===== src/rtl/pwm_wave_gen_if.sv =====
// Control and sample/PWM signals of the self-test waveform source.
// The controller drives the master side; the generator is the slave.
interface pwm_wave_gen_if;
  logic        enable;
  logic [1:0]  wave_sel;
  logic [15:0] freq_step;
  logic        pwm_out;
  logic [15:0] sample;
  logic        sample_valid;

  modport master (
    output enable,
    output wave_sel,
    output freq_step,
    input  pwm_out,
    input  sample,
    input  sample_valid
  );

  modport slave (
    input  enable,
    input  wave_sel,
    input  freq_step,
    output pwm_out,
    output sample,
    output sample_valid
  );
endinterface


===== src/rtl/pwm_wave_gen.sv =====
// Test-waveform generator: a phase accumulator feeds a square/saw/triangle/DC
// shaper, and the top bits of each sample set the duty of a registered PWM pin.
module pwm_wave_gen #(
  parameter int PWM_BITS   = 8,
  parameter int PHASE_BITS = 16
) (
  input  logic           clk,
  input  logic           rst_n,
  pwm_wave_gen_if.slave  bus
);

  localparam logic [PWM_BITS-1:0] CNT_LAST = '1;
  localparam logic [PWM_BITS-1:0] CNT_ONE  = PWM_BITS'(1);

  localparam logic [1:0] SEL_SQUARE = 2'b00;
  localparam logic [1:0] SEL_SAW    = 2'b01;
  localparam logic [1:0] SEL_TRI    = 2'b10;

  logic [PWM_BITS-1:0]   cnt_q, cnt_d;
  logic [PWM_BITS-1:0]   duty_q, duty_d;
  logic [PHASE_BITS-1:0] phase_q, phase_d;
  logic [15:0]           sample_q, sample_d;
  logic                  vld_q, vld_d;
  logic                  pwm_q, pwm_d;
  logic                  upd;
  logic [15:0]           wave;

  // Triangle folds the upper half of the phase back down so the ramp is continuous.
  function automatic logic [15:0] wave_f(input logic [15:0] p, input logic [1:0] sel);
    logic [15:0] dbl;
    dbl = {p[14:0], 1'b0};
    case (sel)
      SEL_SQUARE: wave_f = p[15] ? 16'h0000 : 16'hFFFF;
      SEL_SAW:    wave_f = p;
      SEL_TRI:    wave_f = p[15] ? ~dbl : dbl;
      default:    wave_f = 16'h8000;
    endcase
  endfunction

  assign upd  = bus.enable && (cnt_q == CNT_LAST);
  assign wave = wave_f(phase_q, bus.wave_sel);

  always_comb begin
    cnt_d    = '0;
    duty_d   = '0;
    phase_d  = '0;
    sample_d = '0;
    vld_d    = 1'b0;
    pwm_d    = 1'b0;
    if (bus.enable) begin
      cnt_d    = cnt_q + CNT_ONE;
      duty_d   = duty_q;
      phase_d  = phase_q;
      sample_d = sample_q;
      // Compare against the registered duty so a new sample only affects the next period.
      pwm_d    = (cnt_q < duty_q);
      if (upd) begin
        sample_d = wave;
        duty_d   = wave[15 -: PWM_BITS];
        phase_d  = phase_q + bus.freq_step;
        vld_d    = 1'b1;
      end
    end
  end

  always_ff @(posedge clk or negedge rst_n) begin
    if (!rst_n) begin
      cnt_q    <= '0;
      duty_q   <= '0;
      phase_q  <= '0;
      sample_q <= '0;
      vld_q    <= 1'b0;
      pwm_q    <= 1'b0;
    end else begin
      cnt_q    <= cnt_d;
      duty_q   <= duty_d;
      phase_q  <= phase_d;
      sample_q <= sample_d;
      vld_q    <= vld_d;
      pwm_q    <= pwm_d;
    end
  end

  assign bus.pwm_out      = pwm_q;
  assign bus.sample       = sample_q;
  assign bus.sample_valid = vld_q;

endmodule


===== src/flat_wrapper.sv =====
// flat-port wrapper written by rule: the top's interface ports become plain ports
module pwm_wave_gen_flat 
#(
  parameter int PWM_BITS   = 8,
  parameter int PHASE_BITS = 16
)
  (clk, rst_n, bus_enable, bus_wave_sel, bus_freq_step, bus_pwm_out, bus_sample, bus_sample_valid);
  pwm_wave_gen_if bus_i ();
  input  logic clk;
  input  logic rst_n;
  input wire logic [$bits(bus_i.enable)-1:0] bus_enable;
  input wire logic [$bits(bus_i.wave_sel)-1:0] bus_wave_sel;
  input wire logic [$bits(bus_i.freq_step)-1:0] bus_freq_step;
  output wire logic [$bits(bus_i.pwm_out)-1:0] bus_pwm_out;
  output wire logic [$bits(bus_i.sample)-1:0] bus_sample;
  output wire logic [$bits(bus_i.sample_valid)-1:0] bus_sample_valid;
  assign bus_i.enable = bus_enable;
  assign bus_i.wave_sel = bus_wave_sel;
  assign bus_i.freq_step = bus_freq_step;
  assign bus_pwm_out = bus_i.pwm_out;
  assign bus_sample = bus_i.sample;
  assign bus_sample_valid = bus_i.sample_valid;
  pwm_wave_gen #(.PWM_BITS(PWM_BITS), .PHASE_BITS(PHASE_BITS)) u_core (.clk(clk), .rst_n(rst_n), .bus(bus_i));
endmodule

===== config.mk =====
export PLATFORM = sky130hd
export DESIGN_NAME = pwm_wave_gen_flat
export DESIGN_NICKNAME = d
export VERILOG_FILES = /design/src/rtl/pwm_wave_gen_if.sv /design/src/rtl/pwm_wave_gen.sv /design/src/flat_wrapper.sv
export SDC_FILE = /design/constraint.sdc
export NUM_CORES = 1
export LEC_CHECK = 0
export CAP_MARGIN = 25
export CELL_PAD_IN_SITES_DETAIL_PLACEMENT = 0
export CELL_PAD_IN_SITES_GLOBAL_PLACEMENT = 2
export CORE_UTILIZATION = 37
export CTS_CLUSTER_SIZE = 24
export DETAILED_ROUTE_END_ITERATION = 10
export PLACE_DENSITY_LB_ADDON = 0.08
export SLEW_MARGIN = 10
export SYNTH_ARGS = -nofsm -noshare
export SYNTH_HDL_FRONTEND = slang
export SYNTH_SLANG_ARGS = --single-unit

===== constraint.sdc =====
create_clock -name clk -period 3.94 [get_ports clk]
set_clock_uncertainty 0.1 [all_clocks]
set_input_delay 0.394 -clock clk [delete_from_list [all_inputs] [get_ports clk]]
set_output_delay 0.394 -clock clk [all_outputs]
set_load 0.005 [all_outputs]

### PDN straps and rails, run 1

Bar = 20 um. Pins as bars on the die edge.
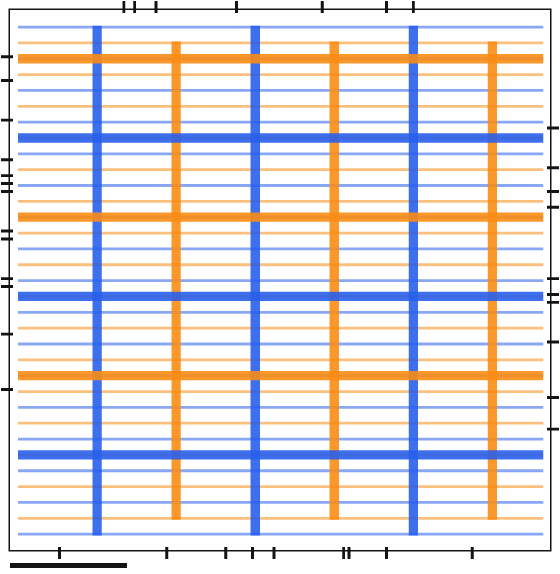
| colour | net |
|---|---|
| orange | VDD |
| blue | VSS |
met5 straps: 6
met4 straps: 6
signal pins: 39
rows: 32
VDD IR max: 0.167 mV
Die X: 92.7 um
Die Ht: 92.7 um

### Clock distribution, run 1

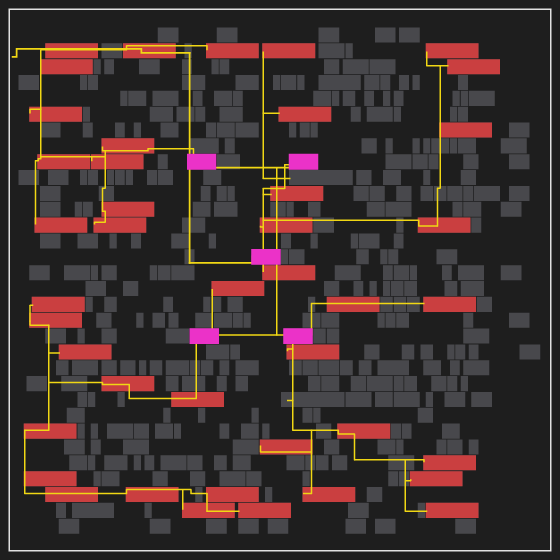
[magenta] clock drivers | count: 5
[yellow] clock wires | length: 627 um
[red] flip-flops | count: 42
flops lie: spread over the die
Late-Pin Clk Latency: 0.29 ns
clock power share: 0.441
P_clk: 0.000428 W

### Routing congestion, run 1

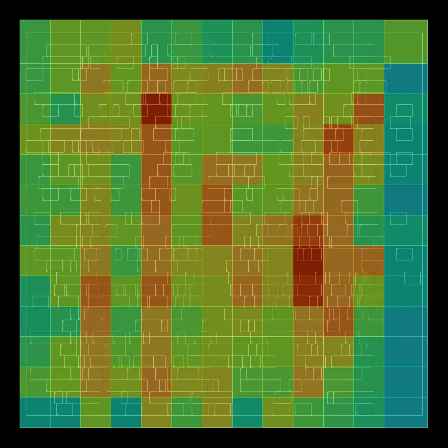
Most Used Layer, Global Route: met1
met1 usage: 0.289
met3 usage in global routing: 0.0271
Total Routing Usage GR: 0.188

run 1: kinds of logic (layout without fill, tap and decap cells):
group,count (synthesis),count (layout),synth area share
compound gates,112,112,0.245
simple gates,102,102,0.162
flops,42,42,0.345
buf+inv,37,68,0.0502
fa+ha+maj,24,24,0.101
mux,16,16,0.0584
xor+xnor,13,13,0.0374
run 1: flip-flops by register name, indices dropped and copies added (netlist names):
name                     flops
u_core.cnt_q                 8
u_core.bus.pwm_out           1
u_core.bus.sample           16
u_core.bus.sample_valid      1
u_core.phase_q              16
run 1: worst reg2reg max path, stage by stage (launching register included):
cell and delay (ns):
dfrtp_1 0.40, ha_1 0.25, inv_1 0.07, fa_1 0.40, nor2b_1 0.11, o21ai_0 0.10, a21o_1 0.24, a21oi_1 0.28
a311o_1 0.21, o211ai_1 0.08
run 1: cells in the mapped netlist (all sizes together) (3+ instances only):
cell type   n
dfrtp      42
a21oi      33
nor2       32
nand2      28
ha         23
o21ai      19
clkbuf     14
mux2       14
nand3      13
a211oi     12
inv        12
buf        10
a21o        9
o221ai      9
xnor2       8
and3        6
o211ai      6
o22ai       6
a31oi       5
and2        5
xor2        5
nand3b      3
nand4b      3
o21bai      3
or3         3
run 1: placed cells by master, fill, tap and decap left out, drive strengths merged, types with 6 or more instances in the layout:
cell type,instances
mux2,14
o221ai,9
o211ai,6
dfrtp,42
o21ai,19
nand2,28
xnor2,8
inv,12
and3,6
a21oi,33
ha,23
a21o,9
nor2,32
a211oi,12
clkbuf,6
o22ai,6
clkdlybuf4s50,37
buf,9
nand3,13
run 1: routing by layer:
layer	up-vias	wire, um	part of all wire
met5	-	0	0
met4	0	88	0.011
met3	6	262	0.034
met2	61	3290	0.42
met1	1238	4100	0.53
li1	1322	-	-
run 1: worst max-delay path by stage:
stage | start | end | slack, ns | cells after the start
after floorplan | bus_freq_step[0] | u_core.phase_q[12] | 1.82 | 9
after global placement | bus_freq_step[0] | u_core.phase_q[12] | 1.17 | 10
after detailed placement | bus_freq_step[0] | u_core.phase_q[12] | 1.11 | 10
after CTS | bus_freq_step[0] | u_core.phase_q[12] | 1.44 | 10
after global routing | bus_freq_step[0] | u_core.phase_q[10] | 1.22 | 10
final | bus_freq_step[0] | u_core.phase_q[12] | 1.43 | 10
run 1: power breakdown:
part,switching (W),internal [W],total (W)
logic,0.0000581,0.0000470,0.000105
clock network,0.000157,0.000271,0.000428
registers,0.00000370,0.000434,0.000438
total,0.000219,0.000752,0.000971
run 1: final cells by class:
type | instances | area, um2
clock buffers | 6 | 82.6
clock inverters | 2 | 60.1
fillers | 794 | 4180
inverters | 13 | 48.8
multi-input cells | 267 | 1840
flip-flops and latches | 42 | 1050
well taps | 102 | 128
repair buffers | 47 | 458
run 1: per-stage QoR:
stage | total power, W | hold slack [ns]
after global placement | 0.000549 | 0.401
final | 0.000971 | 0.405
after CTS | 0.000980 | 0.185
after floorplan | 0.000501 | -0.00159
after global routing | 0.00101 | 0.466
after detailed placement | 0.000548 | 0.397
run 1: timing repair:
| action | CTS | global route |
|---|---|---|
| endpoints found under the hold margin | 0 | 14 |
| hold buffers | 0 | 1 |
| buffers inserted | 0 | 0 |
==> results.py, run 1 <==
# Generated from Yosys and OpenROAD reports
metrics = {
    "outcome": {
        "status": "finished, final reports clean",
    },
    "routing": {
        "dr.first_iter.drc_count": 154,
        "wire_per_inst_um": 16.2,
        "via_count": 2627,
        "ant_nets": 0,
        "drc_errors": 0,
        "postRouteWirelength_mm": 7.74,
        "vias_per_cell": 5.48,
        "dr.pass1.iters": 4,
    },
    "place": {
        "portBuffers": 38,
        "placed_cells": 469,
        "hpwl_mm": 5.43,
        "dpl_worst_slack_ns": 1.11,
        "placedInstanceArea_um2": 3490,
        "gp_congestion": 0.808,
    },
    "yosys": {
        "flop_cell": "dfrtp_1",
        "ys_ff": 42,
        "area_leaders": "dfrtp_1 (35%), ha_1 (9.5%), a21oi_1 (5.3%)",
        "synth.distinct_cells": 50,
        "edf_count": 0,
        "ys_area_um2": 3040,
        "syn_inst": 346,
        "yosysSeqAreaShare": 0.345,
        "top_cell_area_share": 0.345,
        "ys_cells": 346,
        "synth_nets": 391,
        "synthArstFlopShare": 1.00,
        "syn_area_um2": 3040,
        "yosysTopAreaCell": "dfrtp_1",
        "synth_warnings": 0,
        "synth.avg_cell_area_um2": 8.79,
    },
    "floorplanning": {
        "fp-utilization": 0.388,
        "ioPinCount": 39,
        "row_count": 32,
        "die_area_um2": 8590,
        "core_um2": 7850,
    },
    "global_routing": {
        "met2_usage": 0.276,
        "grt_pass1_wl_mm": 12.7,
        "grt_pass1_vias": 2470,
        "grt_max_degree": 43,
        "grt-ovfl-total": 0,
        "antenna_found_initial": 0,
    },
    "setup_path": {
        "cpLargestDelayFamily": "AND-OR/OR-AND gates",
        "critical_path_required_ns": 4.01,
        "end_kind": "flip-flop",
        "path_max_fanout": 4,
        "r2r_cells": 9,
        "cp.arrival_ns": 2.58,
        "crit_buf_inv": 2,
        "reg2reg_to": "u_core.phase_q[12]",
        "slowest_delay_ns": 0.46,
        "critPathLaunchType": "input port",
        "rrSetupSlack_ns": 1.57,
        "worst-setup-path-type": "in2reg",
        "crit_chain": "clkdlybuf4s50_1 -> ha_1 -> inv_1 -> fa_1 -> nor2b_1 -> o21ai_0 -> a21o_1 -> a21oi_1 -> a311o_1 -> o211ai_1",
        "slowest_stage": "clkdlybuf4s50_1",
        "r2r_start": "u_core.phase_q[0]",
    },
    "sta": {
        "drv_slew": 0,
        "fmax_ghz": 0.398,
        "rsz0062_at_grt": "false",
        "layout_min_cycle_time_ns": 2.51,
        "tightestPinTransition_ns": 0.963,
        "timing.final.ws_setup_ns": 1.43,
        "finalClockPeriodUsage": 0.638,
        "final.setup.tns_ns": 0,
        "relSlewSlack": 0.355,
        "hold_violations": 0,
        "setup_violations": 0,
    },
    "worst_hold_path": {
        "hp-start": "u_core.cnt_q[0]",
        "hold_end": "u_core.cnt_q[0]",
        "hold_depth": 1,
        "min_path_type": "reg2reg",
    },
    "finish": {
        "n_antenna_cell": 0,
        "final_nets": 421,
        "final_layout_size_suffix_gt1_frac": 0.101,
        "syn_to_final_growth_pct": 20.5,
        "fin_util": 0.467,
        "final_area_um2": 3670,
        "finalNonFillerCells": 479,
    },
    "job": {
        "maxCapViolCount": 0,
        "tool_warnings": 26,
    },
    "cts": {
        "cts_made_buffers": 5,
        "cts_sinks": 42,
        "cts.repair.resized": 0,
        "cts_tree": "done",
        "cts_htree_levels": 2,
        "path_clk_slew_ns": 0.09,
        "cts_root_buf": "clkbuf_8",
        "clockBufferDepth": 2,
    },
    "power_and_ir_drop": {
        "p_per_area_nw_per_um2": 265,
        "p_leak_nw": 1.50,
    },
}
### Cells coloured by class, run 1

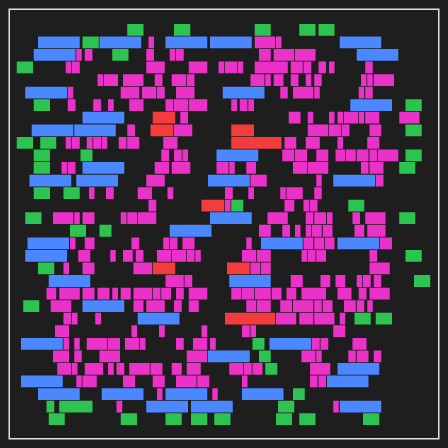

==> inputs of run 2 (changes only) <==
Settings changed: CORE_UTILIZATION 37 to 31.
Clock period 3.94 ns to 2.3 ns, I/O delays scaled along.
### Cells coloured by class, run 2

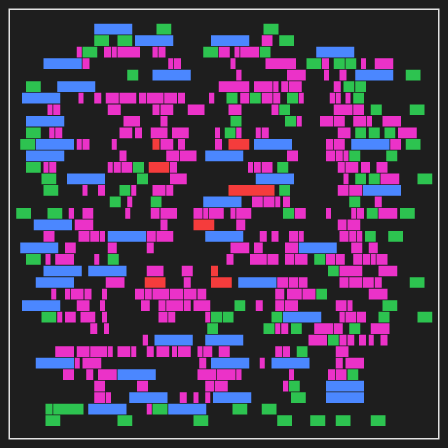
| colour | class | cells | share of their area |
|---|---|---|---|
| red | clock drivers and dummy loads | 8 | 2.8% |
| green | remaining buffers and delay cells | 90 | 20% |
| magenta | combinational and other logic | 280 | 49% |
| blue | sequential cells | 42 | 27% |
fraction of area in registers: 0.263
fin util: 0.427
Core ar.: 9370 um2

### Routed metal, one colour a layer, run 2

Bar = 20 um.
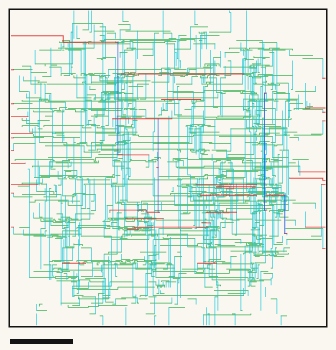
| colour | layer | wire length |
|---|---|---|
| blue | metal 4 | 116 um |
| red | metal 3 | 323 um |
| cyan | metal 2 | 3740 um |
| green | metal 1 | 4210 um |
Total Routing Usage GR: 0.175
Vias: 2785
routed wire length: 8.39 mm
post-DR wirelength/cell: 15.3 um

==> run 2 against run 1 <==
  * Cell count rose by 15%
  * Clock power rose by 41%
  * Worst setup slack got worse by 1.3 ns
  * Non-clock buffer count rose by 43
  * Sequential share of layout area fell by 2.4 points
  * Combinational power rose by 93%
  * Utilization fell by 4.0 points
  * Hold slack got worse by 0.076 ns
  * Sequential power rose by 71%
  * Register-to-register slack got worse by 1.4 ns
  * Sequential cell count did not move
  * Critical path type unchanged
  * Critical endpoint unchanged
  * Largest cell class unchanged
  * Highest routed layer unchanged
==> results.py, run 2 <==
# Generated from Yosys and OpenROAD reports
metrics = {
    "place": {
        "gp_congestion": 0.825,
        "hpwl_mm": 6.28,
        "placed_cells": 540,
        "placedInstanceArea_um2": 3870,
    },
    "routing": {
        "route.met2.wl_mm": 3.74,
        "dr.first_iter.drc_count": 71,
        "ant_nets": 0,
        "routed.top_layer": "met4",
        "vias_per_cell": 5.07,
    },
    "sta": {
        "fmax_ghz": 0.457,
        "relSlewSlack": 0.724,
        "rsz0062_at_grt": "false",
        "drv_slew": 0,
        "hold_violations": 0,
        "layout_min_cycle_time_ns": 2.19,
        "tightestPinTransition_ns": 0.413,
        "finalClockPeriodUsage": 0.951,
        "setup_violations": 0,
    },
    "setup_path": {
        "worst-setup-path-type": "in2reg",
        "critPathLaunchType": "input port",
        "rrSetupSlack_ns": 0.14,
        "end_kind": "flip-flop",
        "critical_path_required_ns": 2.37,
    },
    "finish": {
        "n_antenna_cell": 0,
        "fill_cells": 977,
        "finalNonFillerCells": 549,
        "final_layout_size_suffix_gt1_frac": 0.198,
        "final_area_um2": 4000,
        "syn_to_final_growth_pct": 31.6,
        "final_cell_mix": "buf_4 (50), dfrtp_1 (42), clkdlybuf4s50_1 (37)",
        "final_nets": 464,
    },
    "global_routing": {
        "grt_pass1_vias": 2802,
        "grt_pass1_wl_mm": 13.8,
        "grt-ovfl-total": 0,
        "antenna_found_initial": 0,
        "grt_max_degree": 43,
    },
    "job": {
        "maxCapViolCount": 0,
        "tool_warnings": 26,
    },
    "floorplanning": {
        "ioPinCount": 39,
        "row_count": 35,
        "fp-utilization": 0.325,
        "die_area_um2": 10200,
    },
    "yosys": {
        "synth_nets": 391,
        "flop_cell": "dfrtp_1",
        "edf_count": 0,
        "ys_ff": 42,
        "synthTopCellsByCount": "dfrtp_1 (42), a21oi_1 (32), nor2_1 (31)",
        "syn_area_um2": 3040,
        "top_cell_area_share": 0.345,
        "synthArstFlopShare": 1.00,
        "synth.avg_cell_area_um2": 8.79,
        "yosysSeqAreaShare": 0.345,
        "ys_area_um2": 3040,
        "synth_warnings": 0,
        "area_leaders": "dfrtp_1 (35%), ha_1 (9.5%), a21oi_1 (5.3%)",
    },
    "cts": {
        "cts_tree": "done",
        "cts_setup_buffers": 0,
        "cts_htree_levels": 2,
        "cts_root_buf": "clkbuf_8",
        "clk-insertion-delay-late_ns": 0.30,
        "cts_sinks": 42,
        "cts_made_buffers": 5,
        "clockBufferDepth": 2,
    },
    "power_and_ir_drop": {
        "p_per_area_nw_per_um2": 388,
    },
    "worst_hold_path": {
        "min_path_type": "in2async",
    },
    "outcome": {
        "status": "finished, final reports clean",
    },
}
### PDN straps and rails, run 2

Bar = 20 um. Pins as bars on the die edge.
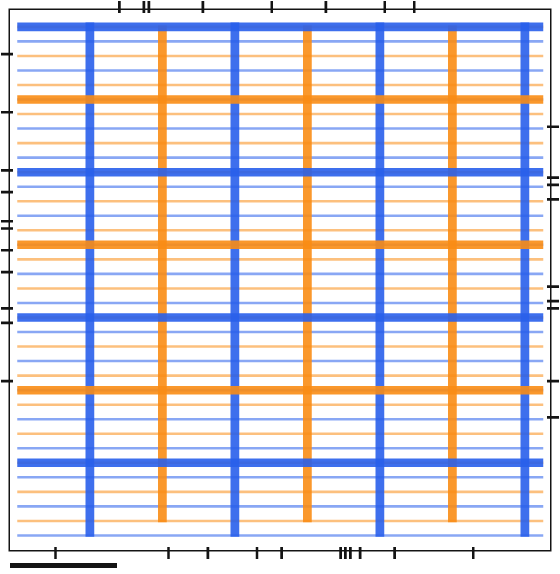
| colour | net |
|---|---|
| orange | VDD |
| blue | VSS |
rows: 35
signal pins: 39
Die Ht: 101 um
VDD IR max: 0.281 mV
Die X: 101 um

==> run 2: metrics by stage <==
stage	hold slack [ns]	setup TNS, ns	utilization	setup WS [ns]
after floorplan	-0.166	0	-	0.185
after global placement	0.131	-1.04	0.413	-0.198
after detailed placement	0.135	-1.16	0.413	-0.225
after CTS	0.336	0	0.426	0.0903
after global routing	0.362	0	0.427	0.0112
final	0.329	0	0.427	0.113
==> run 2: cell type report <==
| class | instances | area, um2 | share of cell area |
|---|---|---|---|
| repair buffers | 90 | 781 | 0.195 |
| multi-input cells | 267 | 1850 | 0.463 |
| well taps | 129 | 161 | 0.0403 |
| inverters | 13 | 48.8 | 0.0122 |
| flip-flops and latches | 42 | 1050 | 0.263 |
| clock buffers | 5 | 68.8 | 0.0172 |
| clock inverters | 3 | 40.0 | 0.0100 |
==> run 2: report_power, final <==
group / switching (W) / internal [W]
Clock: 0.000283 / 0.000320
Combinational: 0.000105 / 0.0000976
Sequential: 0.00000537 / 0.000744
==> run 2: layer usage <==
metal  vias up  GRT usage
met5         -          0
met3         9     0.0305
li1       1412          -
met1      1308      0.239
met2        56      0.284
met4         0     0.0457
==> run 2: worst paths after layout <==
check,end,startpoint
max,u_core.phase_q[12],bus_freq_step[0]
max in group asynchronous,u_core.phase_q[10],rst_n
min reg2reg,u_core.bus.sample[0],u_core.bus.sample[0]
min,u_core.bus.sample[12],rst_n
min in group clk,u_core.bus.sample[0],u_core.bus.sample[0]
max reg2reg,u_core.phase_q[12],u_core.phase_q[0]
==> run 2: cells by family (layout without fill, tap and decap cells) <==
logic type,count (synthesis),after routing,synth area share
compound gates,112,112,0.245
xor+xnor,13,13,0.0374
fa+ha+maj,24,24,0.101
buf+inv,37,111,0.0502
flops,42,42,0.345
mux,16,16,0.0584
simple gates,102,102,0.162
==> run 2: critical path: stages <==
cell and delay [ns]:
clkdlybuf4s50_1 0.46, ha_2 0.20, inv_1 0.05, fa_1 0.38, nor2b_1 0.12, o21ai_0 0.12, a21o_1 0.21, a21oi_1 0.12
buf_4 0.14, a311o_1 0.16, o211ai_1 0.08
==> run 2: timing repair <==
action                                  in CTS  in global routing
endpoints found under the hold margin       42                  0
hold buffers                                 1                  0
endpoints found under the setup margin       0                  4
resized                                      0                  4
### Clock distribution, run 2

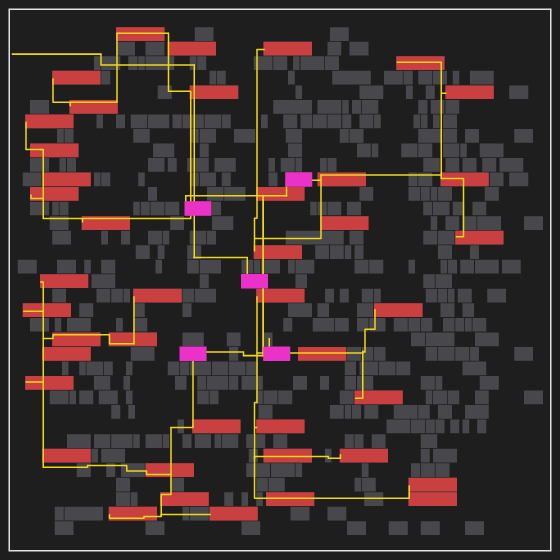

==> inputs of run 3 (changes only) <==
Settings changed: CORE_MARGIN set to 3.
### Clock distribution, run 3

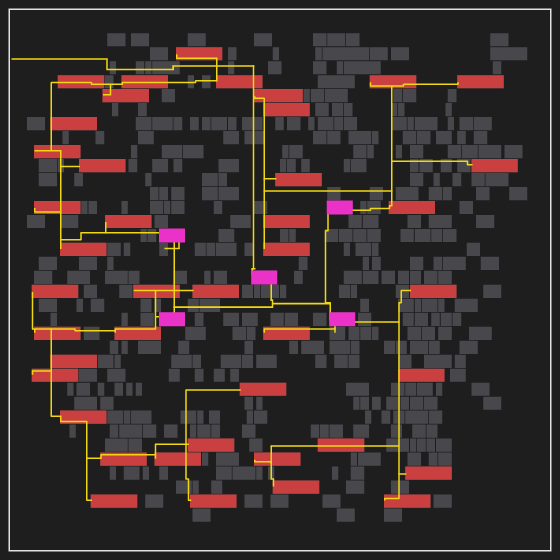
[magenta] clock drivers | count: 5
[yellow] clock wires | length: 697 um
[red] flip-flops | count: 42
flops lie: spread over the die
routed clock nets: 6
clock power share: 0.346
Late-Pin Clk Latency: 0.30 ns
P_clk: 0.000505 W

### Cells coloured by class, run 3

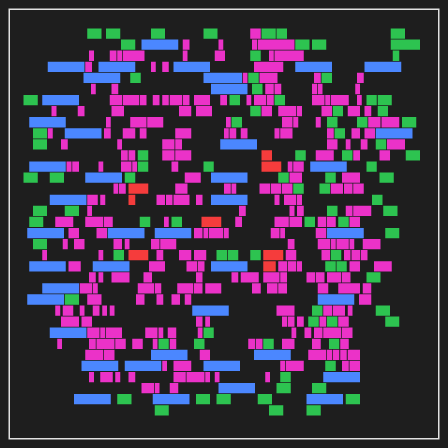
| colour | class | cells | share of their area |
|---|---|---|---|
| blue | sequential cells | 42 | 27% |
| red | clock drivers and dummy loads | 8 | 2.3% |
| green | remaining buffers and delay cells | 91 | 20% |
| magenta | combinational and other logic | 280 | 50% |
fraction of area in registers: 0.262
fin util: 0.428
post-route cell area: 4010 um2
FP Rows: 35

==> run 3 against run 2 <==
  * Cell count increased by 0.18%
  * Synthesized cell count unchanged
  * Worst setup slack improved by 0.040 ns
  * Synthesized area unchanged
  * Utilization increased by 0.067 points
  * First-iteration DRC count increased by 41%
  * Sequential power about the same
  * Sequential share of layout area about the same
  * Critical path depth unchanged
  * Design area increased by 0.16%
  * Critical path type unchanged
  * Largest power group unchanged
==> results.py, run 3 <==
# Generated from Yosys and OpenROAD reports
metrics = {
    "power_and_ir_drop": {
        "switchingPower_w": 0.000404,
        "power_w": 0.00146,
        "p_per_area_nw_per_um2": 364,
        "p_seq_frac": 0.513,
        "p_sw_frac": 0.277,
        "internal_power_w": 0.00106,
        "combinationalPowerShare": 0.141,
        "p_leak_nw": 1.70,
    },
    "place": {
        "placed_cells": 538,
        "gp_congestion": 0.789,
        "hpwl_mm": 6.27,
        "placedInstanceArea_um2": 3860,
        "portBuffers": 38,
    },
    "cts": {
        "cts_made_buffers": 5,
        "cts_tree": "done",
        "cts_root_buf": "clkbuf_8",
        "path_clk_slew_ns": 0.09,
        "clockBufferDepth": 2,
        "cts_htree_levels": 2,
        "cts_sinks": 42,
    },
    "finish": {
        "final_cell_mix": "buf_4 (51), dfrtp_1 (41), clkdlybuf4s50_1 (37)",
        "final_nets": 465,
        "final_common_cell": "buf_4",
        "final_layout_size_suffix_gt1_frac": 0.207,
        "syn_to_final_growth_pct": 31.8,
        "finalNonFillerCells": 550,
        "comb_area_um2": 1870,
        "fill_cells": 991,
        "seq_area_um2": 1050,
        "n_antenna_cell": 0,
    },
    "sta": {
        "tightestPinTransition_ns": 0.394,
        "timing.hold.ws_ns": 0.323,
        "relSlewSlack": 0.737,
        "rsz0062_at_grt": "false",
        "drv_slew": 0,
        "finalClockPeriodUsage": 0.934,
        "hold_violations": 0,
        "layout_min_cycle_time_ns": 2.15,
        "fmax_ghz": 0.466,
        "setup_violations": 0,
    },
    "setup_path": {
        "path_max_fanout": 4,
        "worst-setup-path-type": "in2reg",
        "cp.arrival_ns": 2.23,
        "end_kind": "flip-flop",
        "critPathLaunchType": "input port",
        "critical_path_required_ns": 2.38,
    },
    "yosys": {
        "syn_inst": 346,
        "synthTopLogicFamily": "AND-OR/OR-AND gates",
        "fa_ha_area_frac": 0.101,
        "ys_sh_aoi": 0.245,
        "synth_warnings": 0,
        "ys_area_um2": 3040,
        "synth_nets": 391,
        "top_cell_area_share": 0.345,
        "synth.avg_cell_area_um2": 8.79,
        "flop_cell": "dfrtp_1",
        "synthArstFlopShare": 1.00,
        "yosysSeqAreaShare": 0.345,
        "ys_cells": 346,
        "area_leaders": "dfrtp_1 (35%), ha_1 (9.5%), a21oi_1 (5.3%)",
        "ys_ff": 42,
        "ys_sh_mux": 0.0584,
        "post-synth-top-count-cell": "dfrtp_1",
        "syn_area_um2": 3040,
        "synthSimpleGateAreaFrac": 0.162,
        "synthTopCellsByCount": "dfrtp_1 (42), a21oi_1 (32), nor2_1 (31)",
        "edf_count": 0,
        "synth.distinct_cells": 50,
        "yosysTopAreaCell": "dfrtp_1",
        "xor_area_frac": 0.0374,
    },
    "global_routing": {
        "grt_pass1_vias": 2783,
        "track_usage": 0.159,
        "grt_max_degree": 43,
        "grt-ovfl-total": 0,
        "grt_pass1_wl_mm": 14.3,
        "antenna_found_initial": 0,
    },
    "routing": {
        "drc_errors": 0,
        "wire_per_inst_um": 15.5,
        "dr.pass1.iters": 4,
        "ant_nets": 0,
        "dr.first_iter.drc_count": 100,
        "via_count": 2774,
        "vias_per_cell": 5.04,
        "postRouteWirelength_mm": 8.50,
    },
    "worst_hold_path": {
        "min_path_type": "in2async",
    },
    "floorplanning": {
        "die_area_um2": 11000,
        "fp-utilization": 0.325,
        "core_um2": 9370,
        "ioPinCount": 39,
    },
    "job": {
        "maxCapViolCount": 0,
        "tool_warnings": 26,
    },
    "outcome": {
        "status": "finished, final reports clean",
    },
}
### PDN straps and rails, run 3

Bar = 20 um. Pins as bars on the die edge.
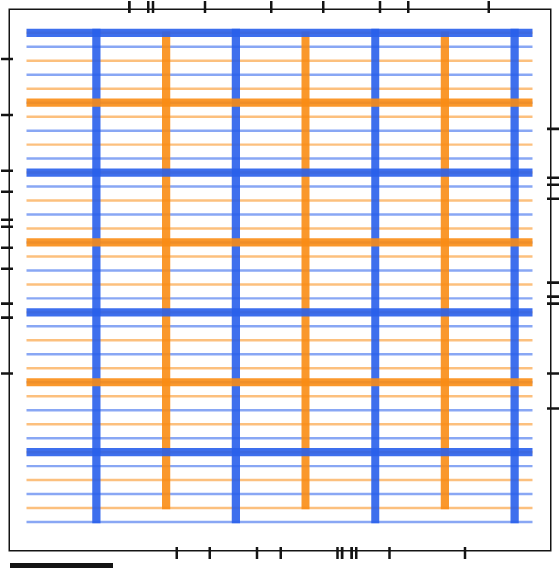
| colour | net |
|---|---|
| blue | VSS |
| orange | VDD |
signal pins: 39
met5 straps: 7
met1 rails: 36
met4 straps: 7
rows: 35
Die X: 105 um
VDD IR max: 0.183 mV
Die Ht: 105 um

==> run 3: cell counts after synthesis <==
Identical to the previous run, type by type.
==> run 3: final timing paths <==
| path | end | start | slack, ns | cells past startpoint |
|---|---|---|---|---|
| min in group clk | u_core.bus.sample[0] | u_core.bus.sample[0] | 0.43 | 2 |
| setup reg to reg | u_core.phase_q[15] | u_core.phase_q[0] | 0.18 | 9 |
| setup / recovery | u_core.phase_q[12] | bus_freq_step[0] | 0.15 | 11 |
| max in group asynchronous | u_core.phase_q[1] | rst_n | 1.53 | 3 |
| hold reg to reg | u_core.bus.sample[0] | u_core.bus.sample[0] | 0.43 | 2 |
| hold / removal | u_core.phase_q[5] | rst_n | 0.32 | 3 |
==> run 3: logic make-up after synthesis <==
family	Yosys count
AND-OR/OR-AND	112
AND/OR/NAND/NOR	102
flip-flops	42
buffers and inverters	37
adder cells (fa/ha/maj)	24
multiplexers	16
XOR/XNOR	13
==> run 3: metal layers <==
metal	vias up	track usage	routed length (um)
li1	1414	-	-
met1	1310	0.227	4410
met2	46	0.248	3770
met3	4	0.0266	235
met4	0	0.0394	79
met5	-	0	0
==> run 3: metrics by stage <==
stage,worst slack [ns],TNS (ns)
finish,0.153,0
global route,0.00217,0
CTS,0.0505,0
detailed placement,-0.260,-0.852
global placement,-0.225,-0.692
floorplan,0.185,0
==> run 3: critical path: stages <==
cell and delay [ns]:
clkdlybuf4s50_1 0.46, ha_2 0.20, inv_1 0.06, fa_1 0.38
nor2b_1 0.11, o21ai_0 0.11, a21o_1 0.21, a21oi_2 0.12
buf_4 0.13, a311o_1 0.16, o211ai_1 0.07
==> run 3: repair_timing <==
item | CTS | global route
hold endpoints to repair | 42 | 0
endpoints found under the setup margin | 0 | 4
setup buffers | 0 | 3
resized | 0 | 7
hold buffers | 1 | 0
==> run 3: area by class of cell <==
class / count / area share
sequential: 42 / 0.262
tap: 129 / 0.0402
multi-input combinational: 267 / 0.466
timing repair buffer: 91 / 0.197
clock inverter: 3 / 0.00530
clock buffer: 5 / 0.0172
inverter: 13 / 0.0122
==> run 3: power by group through the flow <==
stage	clock, W	combinational [W]	sequential, W
floorplan	0	0.0000954	0.000764
global placement	0	0.000205	0.000764
detailed placement	0	0.000205	0.000764
CTS	0.000532	0.000207	0.000749
global route	0.000563	0.000231	0.000751
finish	0.000505	0.000206	0.000749
No activity file was given, so power comes from the tool's default toggle rates.
